--- src/rtl/bcd_scan_driver_pkg.sv ---
// Shared display types and constants for the multiplexed 4-digit BCD counter/driver.
package bcd_scan_driver_pkg;
    localparam int NUM_DIGITS = 4;
    localparam logic [3:0] BCD_MAX = 4'd9;

    typedef logic [3:0] bcd_digit_t;
    typedef bcd_digit_t [NUM_DIGITS-1:0] bcd_word_t;
    typedef logic [$clog2(NUM_DIGITS)-1:0] digit_idx_t;

    function automatic logic [NUM_DIGITS-1:0] digit_onehot(input digit_idx_t idx);
        return {{(NUM_DIGITS-1){1'b0}}, 1'b1} << idx;
    endfunction
endpackage

--- src/rtl/bcd_scan_driver_if.sv ---
// Counter controls in, decoder/cathode drive out.
interface bcd_scan_driver_if;
    import bcd_scan_driver_pkg::*;

    logic                  inc;
    logic                  clr;
    logic                  hold;
    logic                  lamp_test;
    bcd_digit_t            bcd;
    logic                  bi_n;
    logic                  lt_n;
    logic [NUM_DIGITS-1:0] digit_sel;
    logic                  ovf;

    modport master (output inc, clr, hold, lamp_test,
                    input  bcd, bi_n, lt_n, digit_sel, ovf);
    modport slave  (input  inc, clr, hold, lamp_test,
                    output bcd, bi_n, lt_n, digit_sel, ovf);
endinterface

--- src/rtl/bcd_decade.sv ---
// One BCD decade 0..9; carry_out is combinational so a carry ripples through all decades in one cycle.
module bcd_decade
    import bcd_scan_driver_pkg::*;
(
    input  logic       clk,
    input  logic       rst,
    input  logic       clear,
    input  logic       carry_in,
    output bcd_digit_t value,
    output logic       carry_out
);
    assign carry_out = carry_in && (value == BCD_MAX);

    always_ff @(posedge clk or posedge rst) begin
        if (rst)
            value <= '0;
        else if (clear)
            value <= '0;
        else if (carry_in)
            value <= carry_out ? '0 : value + 4'd1;
    end
endmodule

--- src/rtl/bcd_scan_driver.sv ---
// 4-decade BCD event counter with hold snapshot and a multiplexed, anti-ghost
// blanked scan of a common-cathode display through a BCD-to-7-segment decoder.
module bcd_scan_driver
    import bcd_scan_driver_pkg::*;
#(
    parameter int SCAN_DIV  = 1000,
    parameter int BLANK_CYC = 2
) (
    input  logic               clk,
    input  logic               rst,
    bcd_scan_driver_if.slave   bus
);
    localparam int PW = $clog2(SCAN_DIV);
    localparam logic [PW-1:0] PRESC_TC = PW'(SCAN_DIV - 1);
    localparam logic [PW-1:0] BLANK_P  = PW'(BLANK_CYC);

    bcd_word_t             count;
    bcd_word_t             snap;
    logic [NUM_DIGITS:0]   carry;
    logic [PW-1:0]         presc;
    digit_idx_t            idx;
    logic [NUM_DIGITS-1:0] upper_zero;
    logic                  blank_win;
    logic                  zero_blank;

    bcd_digit_t            bcd_q;
    logic                  bi_n_q;
    logic                  lt_n_q;
    logic [NUM_DIGITS-1:0] sel_q;
    logic                  ovf_q;

    // clr kills the carry chain at its root, so clr never produces ovf
    assign carry[0] = bus.inc & ~bus.clr;

    for (genvar k = 0; k < NUM_DIGITS; k++) begin : g_dec
        bcd_decade u_dec (
            .clk       (clk),
            .rst       (rst),
            .clear     (bus.clr),
            .carry_in  (carry[k]),
            .value     (count[k]),
            .carry_out (carry[k+1])
        );
    end

    // upper_zero[k]: decade k and every decade above it are zero in the snapshot
    always_comb begin
        upper_zero = '0;
        upper_zero[NUM_DIGITS-1] = (snap[NUM_DIGITS-1] == '0);
        for (int k = NUM_DIGITS - 2; k >= 0; k--)
            upper_zero[k] = upper_zero[k+1] && (snap[k] == '0);
    end

    assign blank_win  = (presc < BLANK_P);
    assign zero_blank = (idx != '0) && upper_zero[idx];

    always_ff @(posedge clk or posedge rst) begin
        if (rst) begin
            snap   <= '0;
            presc  <= '0;
            idx    <= '0;
            bcd_q  <= '0;
            bi_n_q <= 1'b0;
            lt_n_q <= 1'b1;
            sel_q  <= '0;
            ovf_q  <= 1'b0;
        end else begin
            ovf_q  <= carry[NUM_DIGITS];
            lt_n_q <= ~bus.lamp_test;
            if (!bus.hold)
                snap <= count;
            if (presc == PRESC_TC) begin
                presc <= '0;
                idx   <= idx + 1'b1;
            end else begin
                presc <= presc + PW'(1);
            end
            // bcd keeps its last value through the blank window
            if (blank_win) begin
                sel_q  <= '0;
                bi_n_q <= 1'b0;
            end else begin
                sel_q  <= digit_onehot(idx);
                bcd_q  <= snap[idx];
                bi_n_q <= bus.lamp_test | ~zero_blank;
            end
        end
    end

    assign bus.bcd       = bcd_q;
    assign bus.bi_n      = bi_n_q;
    assign bus.lt_n      = lt_n_q;
    assign bus.digit_sel = sel_q;
    assign bus.ovf       = ovf_q;
endmodule

--- src/flat_wrapper.sv ---
// flat-port wrapper written by rule: the top's interface ports become plain ports
module bcd_scan_driver_flat import bcd_scan_driver_pkg::*;
#(
    parameter int SCAN_DIV  = 1000,
    parameter int BLANK_CYC = 2
)
  (clk, rst, bus_inc, bus_clr, bus_hold, bus_lamp_test, bus_bcd, bus_bi_n, bus_lt_n, bus_digit_sel, bus_ovf);
  bcd_scan_driver_if bus_i ();
  input  logic clk;
  input  logic rst;
  input wire logic [$bits(bus_i.inc)-1:0] bus_inc;
  input wire logic [$bits(bus_i.clr)-1:0] bus_clr;
  input wire logic [$bits(bus_i.hold)-1:0] bus_hold;
  input wire logic [$bits(bus_i.lamp_test)-1:0] bus_lamp_test;
  output wire logic [$bits(bus_i.bcd)-1:0] bus_bcd;
  output wire logic [$bits(bus_i.bi_n)-1:0] bus_bi_n;
  output wire logic [$bits(bus_i.lt_n)-1:0] bus_lt_n;
  output wire logic [$bits(bus_i.digit_sel)-1:0] bus_digit_sel;
  output wire logic [$bits(bus_i.ovf)-1:0] bus_ovf;
  assign bus_i.inc = bus_inc;
  assign bus_i.clr = bus_clr;
  assign bus_i.hold = bus_hold;
  assign bus_i.lamp_test = bus_lamp_test;
  assign bus_bcd = bus_i.bcd;
  assign bus_bi_n = bus_i.bi_n;
  assign bus_lt_n = bus_i.lt_n;
  assign bus_digit_sel = bus_i.digit_sel;
  assign bus_ovf = bus_i.ovf;
  bcd_scan_driver #(.SCAN_DIV(SCAN_DIV), .BLANK_CYC(BLANK_CYC)) u_core (.clk(clk), .rst(rst), .bus(bus_i));
endmodule
--- config.mk ---
export PLATFORM = sky130hd
export DESIGN_NAME = bcd_scan_driver_flat
export DESIGN_NICKNAME = d
export VERILOG_FILES = /design/src/rtl/bcd_scan_driver_pkg.sv /design/src/rtl/bcd_scan_driver_if.sv /design/src/rtl/bcd_decade.sv /design/src/rtl/bcd_scan_driver.sv /design/src/flat_wrapper.sv
export SDC_FILE = /design/constraint.sdc
export NUM_CORES = 1
export LEC_CHECK = 0
export CAP_MARGIN = 20
export CORE_MARGIN = 2
export CORE_UTILIZATION = 25
export DETAILED_ROUTE_END_ITERATION = 7
export DONT_BUFFER_PORTS = 1
export HOLD_SLACK_MARGIN = 0.06
export PLACE_DENSITY = 0.44
export SETUP_SLACK_MARGIN = 0.05
export SYNTH_ARGS = -nofsm -noshare
export SYNTH_HDL_FRONTEND = slang
export SYNTH_HIERARCHICAL = 1
export SYNTH_SLANG_ARGS = --single-unit
--- constraint.sdc ---
create_clock -name clk -period 6.2 [get_ports clk]
set_input_delay 0.93 -clock clk [delete_from_list [all_inputs] [get_ports clk]]
set_output_delay 0.93 -clock clk [all_outputs]
set_load 0.005 [all_outputs]
layer_met1.png
Bar = 20 microns.
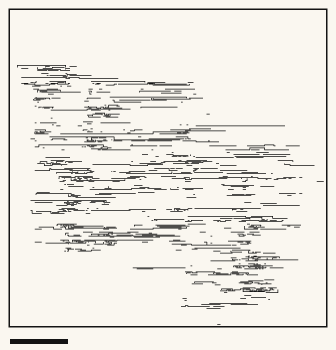
wire length on this layer = 2660 microns
longest straight run = 31.7 microns
main direction = horizontal
share of all routed wire = 50%
routed wire length: 5.30 mm
Vias: 1706
grt met1 use: 14.1%

layer_met2.png
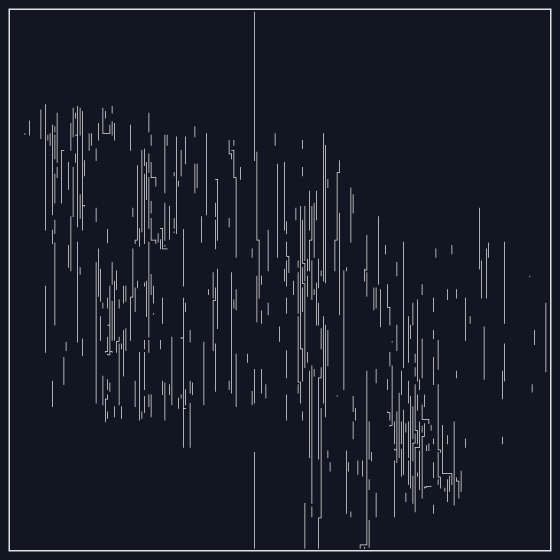
wire length on this layer = 2350 microns
main direction = vertical
share of all routed wire = 44%
nets with wire on the layer = 203
longest straight run = 34.8 microns
M2 GR Usage: 15.1%

layer_met3.png
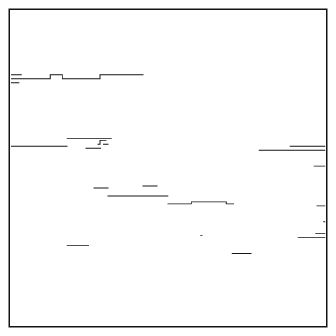
longest straight run = 22.5 microns
main direction = horizontal
wire length on this layer = 222 microns
nets with wire on the layer = 16
share of all routed wire = 4.2%
met3 usage: 2.95%

io_fan.png
Bar = 20 microns.
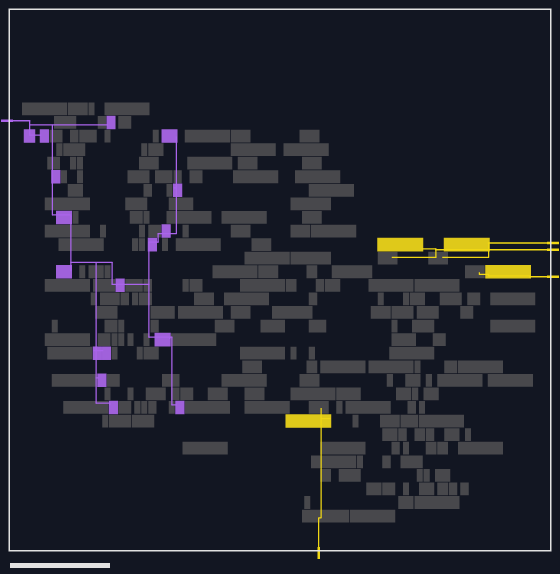
purple -> bus_clr  # bits 1, direction input, edge west, end cells 17, buffers 0, wire 177 microns
yellow -> bus_bcd  # bits 4, direction output, edge 3 east, 1 south, end cells 4, buffers 0, wire 105 microns

congestion.png
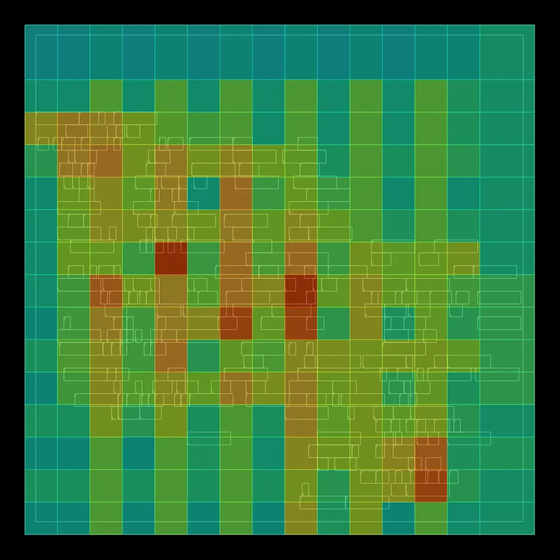
busiest layer in global routing: met2
Core Util, Final: 27.6%

==> flow_summary.toml <==
# synthesis and place-and-route metrics
[outcome]
outcome = "complete, no violations"

[layout]
final_net_count = 260
finalInstanceArea_sq_um = 2960
n_fill_cell = 1131
area_growth_pct = 8.94
seqCellArea_sq_um = 1380
post_route_cells_drive_above_1_share_pct = 20.2
final_cell_mix = "dfrtp_1 (54), nand2_1 (24), mux2_2 (20), inv_1 (17), a21oi_1 (16)"
layout_top_cell = "dfrtp_1"
area.combinational_sq_um = 1250

[global_route]
grt_max_degree = 40
grt_pass1_vias = 1780
grt_pass1_wl_mm = 9.20
antenna_found_initial = 0
grt-ovfl-total = 0
grt_usage_pct = 10.1

[die]
core-area_sq_um = 10700
die_area_sq_um = 11700
fp_util_pct = 25.4
die_w_microns = 108
io_pins = 17
rows = 38
die_h_microns = 108

[final_timing]
fin_ws_ns = 3.30
slew_viol_final = 0
final_hold_viol_count = 0
worst_hold_slack_ns = 0.374
clock.fmax_mhz = 345
finalCritPeriodShare_pct = 46.7
tightest_slew_ns = 0.502
rsz0062_at_grt = "no"
skew_ns = 0.00731

[pwr]
seq_power_share_pct = 63.1
p_leak_nw = 1.28
pg_clk_mw = 0.196
p_clk_share_pct = 34.1
power.density_nw_per_um2 = 195
vdd_drop_max_mv = 0.0784
p_sw_share_pct = 22.4
power_sequential_mw = 0.364
internal_power_mw = 0.447

[placement]
postPlaceCellArea_sq_um = 2880
pre_cts_ws_ns = 2.98
gp_congestion = 0.732

[min_path]
worstHoldPathType = "in -> async"

[critical_path]
cp_top_family = "simple AND/OR/NAND/NOR gates"
cp_cell_sequence = "nor2b_1 > inv_1 > nor2_1 > inv_1 > nor2_1 > inv_1 > nor2_1 > nand2_1 > or3b_1 > a21oi_2"
worst-setup-path-type = "in -> reg"
crit_path_max_incr_delay_ns = 0.37
slowest_stage = "or3b_1"
crit_path_start_kind = "input port"
critPathArrivalTime_ns = 3.14
crit_buf_inv = 3
required_ns = 6.44
path_max_fanout = 6
end_kind = "flop"

[flow_run]
log.warning_count = 33
cap_violations = 0

[yosys]
ys.flops = 55
ys_area_sq_um = 2720
yosysWarnings = 6
ys_seq_share_pct = 50.7
synthCells = 236
synth_cell_type_count = 36
yosys_cells = 236

[clock_network]
clk_latency_ns = 0.31
post_cts_buffers = 0
cts_made_buffers = 5
path_clk_slew_ns = 0.10
cts-root-buf = "clkbuf_8"
cts_tree = "built"
ctsHoldBuffers = 0
htreeDepth = 2
cts_buffer_depth = 2
post_cts_resized = 0

[routing]
ant_nets = 0
drcViolationCount = 0
drtIter0Drc = 102
vias_per_cell = 4.47
-- state kept, by name, indices dropped and copies added, names as in the netlist --
register and flops:
u_core/g_dec.u_dec/value 16, u_core/bus.digit_sel 4, u_core/bus.bi_n 1, u_core/bus.bcd 4
u_core/bus.ovf 1, u_core/idx 2, u_core/presc 10, u_core/snap 16
u_core/bus.lt_n 1
-- cell usage after synthesis (all sizes together) --
cell / instances / area (sq um)
a21boi: 4 / 30.0
a21oi: 20 / 115
a311oi: 1 / 8.76
and2: 6 / 43.8
and3: 1 / 6.26
and4b: 4 / 40.0
buf: 3 / 21.3
dfrtp: 54 / 1350
dfstp: 1 / 26.3
ha: 13 / 163
inv: 17 / 63.8
mux2: 21 / 236
mux4: 4 / 90.1
nand2: 24 / 90.1
nand3: 3 / 20.0
nand3b: 12 / 105
nand4: 2 / 12.5
nand4b: 1 / 8.76
nor2: 14 / 60.1
nor2b: 2 / 12.5
nor3: 3 / 15.0
nor4: 4 / 31.3
o21ai: 8 / 40.0
o31a: 1 / 10.0
o41ai: 1 / 8.76
or3b: 4 / 35.0
xnor2: 5 / 43.8
xor2: 3 / 26.3
-- worst register-to-register path, delay by kind of cell (launching register included) --
family	cells	cell delay (ns)
buf+inv	3	0.34
simple gates	6	1.54
compound gates	1	0.11
flops	1	0.47
fa+ha+maj	1	0.17
-- kinds of logic (layout without fill, tap and decap cells) --
logic type / after synthesis / in the layout / synth area share (%)
AND/OR/NAND/NOR: 80 / 80 / 17.7
flip-flops: 55 / 55 / 50.7
AND-OR/OR-AND: 35 / 35 / 7.83
multiplexers: 25 / 25 / 12.0
buffers and inverters: 20 / 26 / 3.13
adder cells (fa/ha/maj): 13 / 13 / 5.99
XOR/XNOR: 8 / 8 / 2.58
-- metal layers --
layer	wire length, microns	up-vias	global-route usage, %
li1	-	833	-
met1	2660	838	14.1
met2	2350	28	15.1
met3	221	7	2.95
met4	67	0	3.21
met5	0	-	0
-- cell type report --
cell class,instances,area share [%]
flip-flops and latches,55,46.6
multi-input cells,161,42.3
well taps,140,5.92
clock inverters,1,0.169
clock buffers,7,2.58
inverters,17,2.16
repair buffers,1,0.254
-- final timing paths --
kind                                           startpoint                        endpoint  slack [ns]  cells past startpoint
max in group asynchronous                             rst                 u_core/bus.lt_n        5.22                      2
min reg2reg                               u_core/presc[0]                 u_core/presc[0]        0.47                      1
min in group clk                          u_core/presc[0]                 u_core/presc[0]        0.47                      1
max reg2reg                u_core/g_dec[0].u_dec/value[1]  u_core/g_dec[3].u_dec/value[2]        3.51                     11
min                                                   rst  u_core/g_dec[1].u_dec/value[2]        0.37                      1
max                                               bus_inc  u_core/g_dec[3].u_dec/value[2]        3.30                     10
-- through the flow --
step	cells	total power [mW]	util (%)
3_5_place_dp	374	0.388	26.9
3_3_place_gp	374	0.388	26.9
4_1_cts	382	0.586	27.6
2_1_floorplan	236	0.385	-
5_1_grt	382	0.602	27.6
6_report	382	0.577	27.6
No activity file was given, so power comes from the tool's default toggle rates.
